Figure 1. The metal 1 layer.
Cells faint in the background.
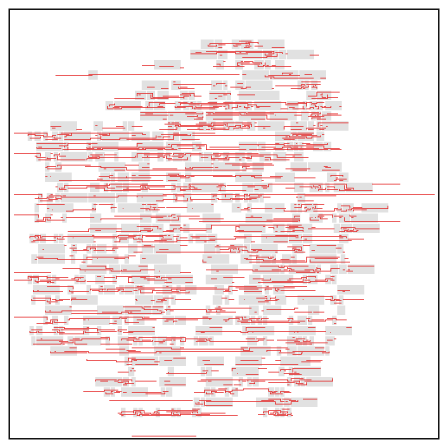
Figure 2. Met2 routing.
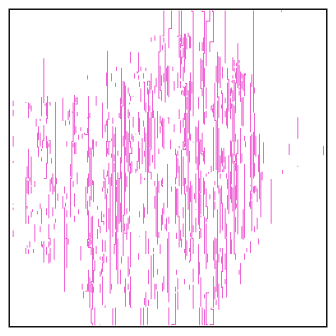
==> config.mk <==
export PLATFORM = sky130hd
export DESIGN_NAME = xadc_sample_packetizer
export DESIGN_NICKNAME = d
export VERILOG_FILES = /design/src/rtl/xadc_packet_pkg.sv /design/src/rtl/axis_sample_holder.sv /design/src/rtl/xadc_sample_packetizer.sv
export SDC_FILE = /design/constraint.sdc
export NUM_CORES = 1
export LEC_CHECK = 0
export CORE_MARGIN = 4
export CORE_UTILIZATION = 38
export DETAILED_ROUTE_END_ITERATION = 8
export DONT_BUFFER_PORTS = 1
export SYNTH_ARGS = -nofsm -noshare
export SYNTH_HDL_FRONTEND = slang
export SYNTH_SLANG_ARGS = --single-unit
==> constraint.sdc <==
create_clock -name clk -period 2 [get_ports clk]
set_input_delay 0.4 -clock clk [delete_from_list [all_inputs] [get_ports clk]]
set_output_delay 0.4 -clock clk [all_outputs]
set_load 0.01 [all_outputs]
==> src/rtl/xadc_packet_pkg.sv <==
// Shared definitions for the XADC sample packetizer.
// Holds the FSM state type, the frame geometry and the checksum helper
// used when a voltage/current pair is loaded into the frame registers.
package xadc_packet_pkg;

  typedef enum logic [0:0] {
    IDLE = 1'b0,
    SEND = 1'b1
  } packetizer_state_t;

  localparam int         FRAME_LEN      = 7;
  localparam logic [7:0] DEFAULT_HEADER = 8'hA5;
  localparam logic [2:0] LAST_BYTE_IDX  = 3'(FRAME_LEN - 1);

  // XOR of the six bytes that precede the checksum in a frame
  function automatic logic [7:0] frameChecksum(input logic [7:0]  header,
                                               input logic [15:0] voltage,
                                               input logic [15:0] current,
                                               input logic [7:0]  seq);
    return header ^ voltage[15:8] ^ voltage[7:0] ^ current[15:8] ^ current[7:0] ^ seq;
  endfunction

endpackage

==> src/rtl/axis_sample_holder.sv <==
// One-entry AXI-stream sample holding register.
// Ports:
//   clk, rst       - clock, synchronous active-low reset
//   tvalid_i/tready_o/tdata_i - AXI-stream sink for one sample channel
//   take_i         - frame loader consumed the held sample this cycle
//   full_o, data_o - holder occupancy and held sample
module axis_sample_holder #(
  parameter int WIDTH = 16
) (
  input  logic             clk,
  input  logic             rst,
  input  logic             tvalid_i,
  output logic             tready_o,
  input  logic [WIDTH-1:0] tdata_i,
  input  logic             take_i,
  output logic             full_o,
  output logic [WIDTH-1:0] data_o
);

  logic             full_q, full_d;
  logic [WIDTH-1:0] data_q, data_d;
  logic             accept;

  // Never accept while reset is held, even though full_q is being cleared
  assign tready_o = rst && !full_q;
  assign accept   = tvalid_i && tready_o;
  assign full_o   = full_q;
  assign data_o   = data_q;

  // Take clears first, a same-cycle refill then sets, so a new sample is never lost
  always_comb begin
    full_d = full_q;
    data_d = data_q;
    if (take_i) begin
      full_d = 1'b0;
    end
    if (accept) begin
      full_d = 1'b1;
      data_d = tdata_i;
    end
  end

  // Holder state register
  always_ff @(posedge clk) begin
    if (!rst) begin
      full_q <= 1'b0;
      data_q <= '0;
    end else begin
      full_q <= full_d;
      data_q <= data_d;
    end
  end

endmodule

==> src/rtl/xadc_sample_packetizer.sv <==
// Pairs one voltage sample with one current sample and serialises each pair
// as a 7-byte frame: header, V hi, V lo, I hi, I lo, seq, XOR checksum.
// Ports:
//   clk, rst                      - clock, synchronous active-low reset
//   voltage_channel_*             - 16-bit AXI-stream sink, voltage samples
//   current_monitor_channel_*     - 16-bit AXI-stream sink, current samples
//   packet_out_*                  - 8-bit AXI-stream source with tlast on byte 6
module xadc_sample_packetizer
  import xadc_packet_pkg::*;
#(
  parameter logic [7:0] HEADER_BYTE  = DEFAULT_HEADER,
  parameter int         SAMPLE_WIDTH = 16
) (
  input  logic                    clk,
  input  logic                    rst,
  input  logic                    voltage_channel_tvalid_i,
  output logic                    voltage_channel_tready_o,
  input  logic [SAMPLE_WIDTH-1:0] voltage_channel_tdata_i,
  input  logic                    current_monitor_channel_tvalid_i,
  output logic                    current_monitor_channel_tready_o,
  input  logic [SAMPLE_WIDTH-1:0] current_monitor_channel_tdata_i,
  output logic                    packet_out_tvalid_o,
  input  logic                    packet_out_tready_i,
  output logic [7:0]              packet_out_tdata_o,
  output logic                    packet_out_tlast_o
);

  logic                    voltFull, currFull, take;
  logic [SAMPLE_WIDTH-1:0] voltHeld, currHeld;

  packetizer_state_t       state_q, state_d;
  logic [2:0]              byteIdx_q, byteIdx_d, nextIdx;
  logic [7:0]              seq_q, seq_d;
  logic [SAMPLE_WIDTH-1:0] voltage_q, voltage_d;
  logic [SAMPLE_WIDTH-1:0] current_q, current_d;
  logic [7:0]              checksum_q, checksum_d;
  logic [7:0]              tdata_q, tdata_d;
  logic                    tlast_q, tlast_d;

  axis_sample_holder #(.WIDTH(SAMPLE_WIDTH)) u_voltHolder (
    .clk      (clk),
    .rst      (rst),
    .tvalid_i (voltage_channel_tvalid_i),
    .tready_o (voltage_channel_tready_o),
    .tdata_i  (voltage_channel_tdata_i),
    .take_i   (take),
    .full_o   (voltFull),
    .data_o   (voltHeld)
  );

  axis_sample_holder #(.WIDTH(SAMPLE_WIDTH)) u_currHolder (
    .clk      (clk),
    .rst      (rst),
    .tvalid_i (current_monitor_channel_tvalid_i),
    .tready_o (current_monitor_channel_tready_o),
    .tdata_i  (current_monitor_channel_tdata_i),
    .take_i   (take),
    .full_o   (currFull),
    .data_o   (currHeld)
  );

  assign nextIdx             = byteIdx_q + 3'd1;
  assign packet_out_tvalid_o = (state_q == SEND);
  assign packet_out_tdata_o  = tdata_q;
  assign packet_out_tlast_o  = tlast_q;

  // Frame loader and byte sequencer; the output byte is registered one step
  // ahead so tdata/tlast are already stable when tvalid is seen
  always_comb begin
    state_d    = state_q;
    byteIdx_d  = byteIdx_q;
    seq_d      = seq_q;
    voltage_d  = voltage_q;
    current_d  = current_q;
    checksum_d = checksum_q;
    tdata_d    = tdata_q;
    tlast_d    = tlast_q;
    take       = 1'b0;
    case (state_q)
      IDLE: begin
        if (voltFull && currFull) begin
          take       = 1'b1;
          voltage_d  = voltHeld;
          current_d  = currHeld;
          checksum_d = frameChecksum(HEADER_BYTE, voltHeld, currHeld, seq_q);
          byteIdx_d  = 3'd0;
          tdata_d    = HEADER_BYTE;
          tlast_d    = 1'b0;
          state_d    = SEND;
        end
      end
      SEND: begin
        if (packet_out_tready_i) begin
          if (byteIdx_q == LAST_BYTE_IDX) begin
            seq_d   = seq_q + 8'd1;
            tlast_d = 1'b0;
            state_d = IDLE;
          end else begin
            byteIdx_d = nextIdx;
            tlast_d   = (nextIdx == LAST_BYTE_IDX);
            case (nextIdx)
              3'd1:    tdata_d = voltage_q[15:8];
              3'd2:    tdata_d = voltage_q[7:0];
              3'd3:    tdata_d = current_q[15:8];
              3'd4:    tdata_d = current_q[7:0];
              3'd5:    tdata_d = seq_q;
              default: tdata_d = checksum_q;
            endcase
          end
        end
      end
      default: state_d = IDLE;
    endcase
  end

  // FSM and frame registers; reset aborts any frame in flight
  always_ff @(posedge clk) begin
    if (!rst) begin
      state_q    <= IDLE;
      byteIdx_q  <= 3'd0;
      seq_q      <= 8'd0;
      voltage_q  <= '0;
      current_q  <= '0;
      checksum_q <= 8'd0;
      tdata_q    <= 8'd0;
      tlast_q    <= 1'b0;
    end else begin
      state_q    <= state_d;
      byteIdx_q  <= byteIdx_d;
      seq_q      <= seq_d;
      voltage_q  <= voltage_d;
      current_q  <= current_d;
      checksum_q <= checksum_d;
      tdata_q    <= tdata_d;
      tlast_q    <= tlast_d;
    end
  end

endmodule

==> Changelog: implementation <==
## Flow update

* Run status: completed
* Part of the Yosys area used for sequential elements at 44.7%
* Cell taking the most area after synthesis: sky130_fd_sc_hd__dfxtp_1
* Fmax at 540 MHz
* Max-cap check violation count at 0
* First-pass GRT wire length at around 16,000 um
* Worst R2R Start: byteIdx_q[1]
* Number of antenna violations at the first check in global routing at 0
* Yosys synthesis chip area at 0.00426 sq mm
* Number of routed nets with antenna violations at 0
* Maximum buffer depth of the clock tree at 2
* Buf+Inv Stages, Crit Path at 0
* Final worst path period need at 1.85 ns
* Fin cells at approximately 630
* Max layer used: met4
* Final count of pins violating max slew at 0
* Crit Path Max Fanout at 4
* Fp_density at ~39%
* Post-Synthesis Mean Instance Area at between 8 and 9 sq um
* Aoi/oai-family share of the synthesized area at 19.2%
* Hold Startpoint: voltage_channel_tdata_i[1]
* Adder-cell share of the synthesized area at 1.76%
* Crit path setup slack, layout at 0.147 ns
* Area occupied by multi-input gates at 0.00218 sq mm
* Arrival time of the worst setup path at 2.10 ns
* RSZ-0062 raised after global routing: false
* Switching power at 0.909 mW
* Number of standard cells reported by yosys at 495
* Maximum level of the CTS H-tree at 3
* Worst vdd rail ir drop at 372 uV
* Clock tree from TritonCTS: built
* Post-CTS clock slew at the launch and capture registers of the worst setup and hold paths at 0.09 ns
* Number of nets in the final layout at 524
* Residual overflow from global routing at 0
* Post-synthesis cell count at 495
* Final tally of setup violations at 0
* Top delay family on crit path: adder cells
* Simple-gate share of the synthesized area at between 10% and 20%
* Class of the tightest hold or removal check: primary input to flop
* Flip-flops with a built-in enable at 0
* Share of the core filled with cells in the final layout at 42.0%
* Leading post-synthesis cells by instance count: sky130_fd_sc_hd__nand2_1, sky130_fd_sc_hd__dfxtp_1, sky130_fd_sc_hd__o21ai_0
* Timing startpoint of the critical path: byteIdx_q[1]
* Warnings, synthesis at 0
* Worst Max-Slew Pin Slew at around 0.46 ns
* Syn Nets at 538
-- Figure 1 (at the start) --
wire length on this layer	4,600 um
share of all routed wire	47%
GRT met1 Usage: 21.9%
vias: 3,131
post-detailed-routing wire length: 9780 um

-- Figure 2 (at the start) --
share of all routed wire	45%
longest straight run	47.9 um
main direction	vertical
nets with wire on the layer	386

power groups by stage:
stage	combinational [mW]	sequential (mW)	clock, mW
after floorplan	0.289	2.07	0
after global placement	0.327	2.09	0
after detailed placement	0.336	2.09	0
after CTS	0.336	2.05	1.30
after global routing	0.373	2.06	1.41
final	0.334	2.05	1.28
layout by cell type (no fill, tap or decap), drive strengths merged, types with 5 or more instances in the layout:
| cell type | netlist | final |
|---|---|---|
| a21boi | 36 | 36 |
| a21oi | 8 | 8 |
| a22o | 10 | 10 |
| and2 | 15 | 15 |
| buf | 18 | 10 |
| clkbuf | 17 | 12 |
| dfxtp | 95 | 95 |
| ha | 6 | 6 |
| inv | 4 | 6 |
| mux2 | 7 | 7 |
| nand2 | 150 | 150 |
| nand4 | 5 | 5 |
| o21ai | 48 | 48 |
| xnor2 | 28 | 28 |
worst paths after layout:
path / slack, ns / to / cells after the start
max: 0.15 / packet_out_tdata_o[1] / 6
min: 0.15 / u_voltHolder.data_o[1] / 2
min reg2reg: 0.47 / packet_out_tdata_o[7] / 2
max reg2reg: 0.15 / packet_out_tdata_o[1] / 6
layout make-up:
type	instances	area share [%]
Inverter	4	0.328
Clock buffer	12	3.17
Clock inverter	4	1.15
Multi-Input combinational cell	361	47.7
Tap cell	140	3.83
Timing Repair Buffer	10	2.19
Sequential cell	95	41.6
sequential cells by signal, indices dropped and copies added (netlist names):
signal               flops
u_currHolder.data_o     16
u_voltHolder.data_o     16
packet_out_tvalid_o      1
voltage_q               16
packet_out_tlast_o       1
packet_out_tdata_o       8
checksum_q               8
seq_q                    8
u_currHolder.full_o      1
byteIdx_q                3
current_q               16
u_voltHolder.full_o      1
routing by layer:
layer / vias up / global-route usage [%]
met1: 1422 / 21.9
li1: 1633 / -
met3: 8 / 3.45
met5: - / 0
met4: 0 / 5.38
met2: 68 / 24.4
Power is estimated from default activity; no workload was simulated.
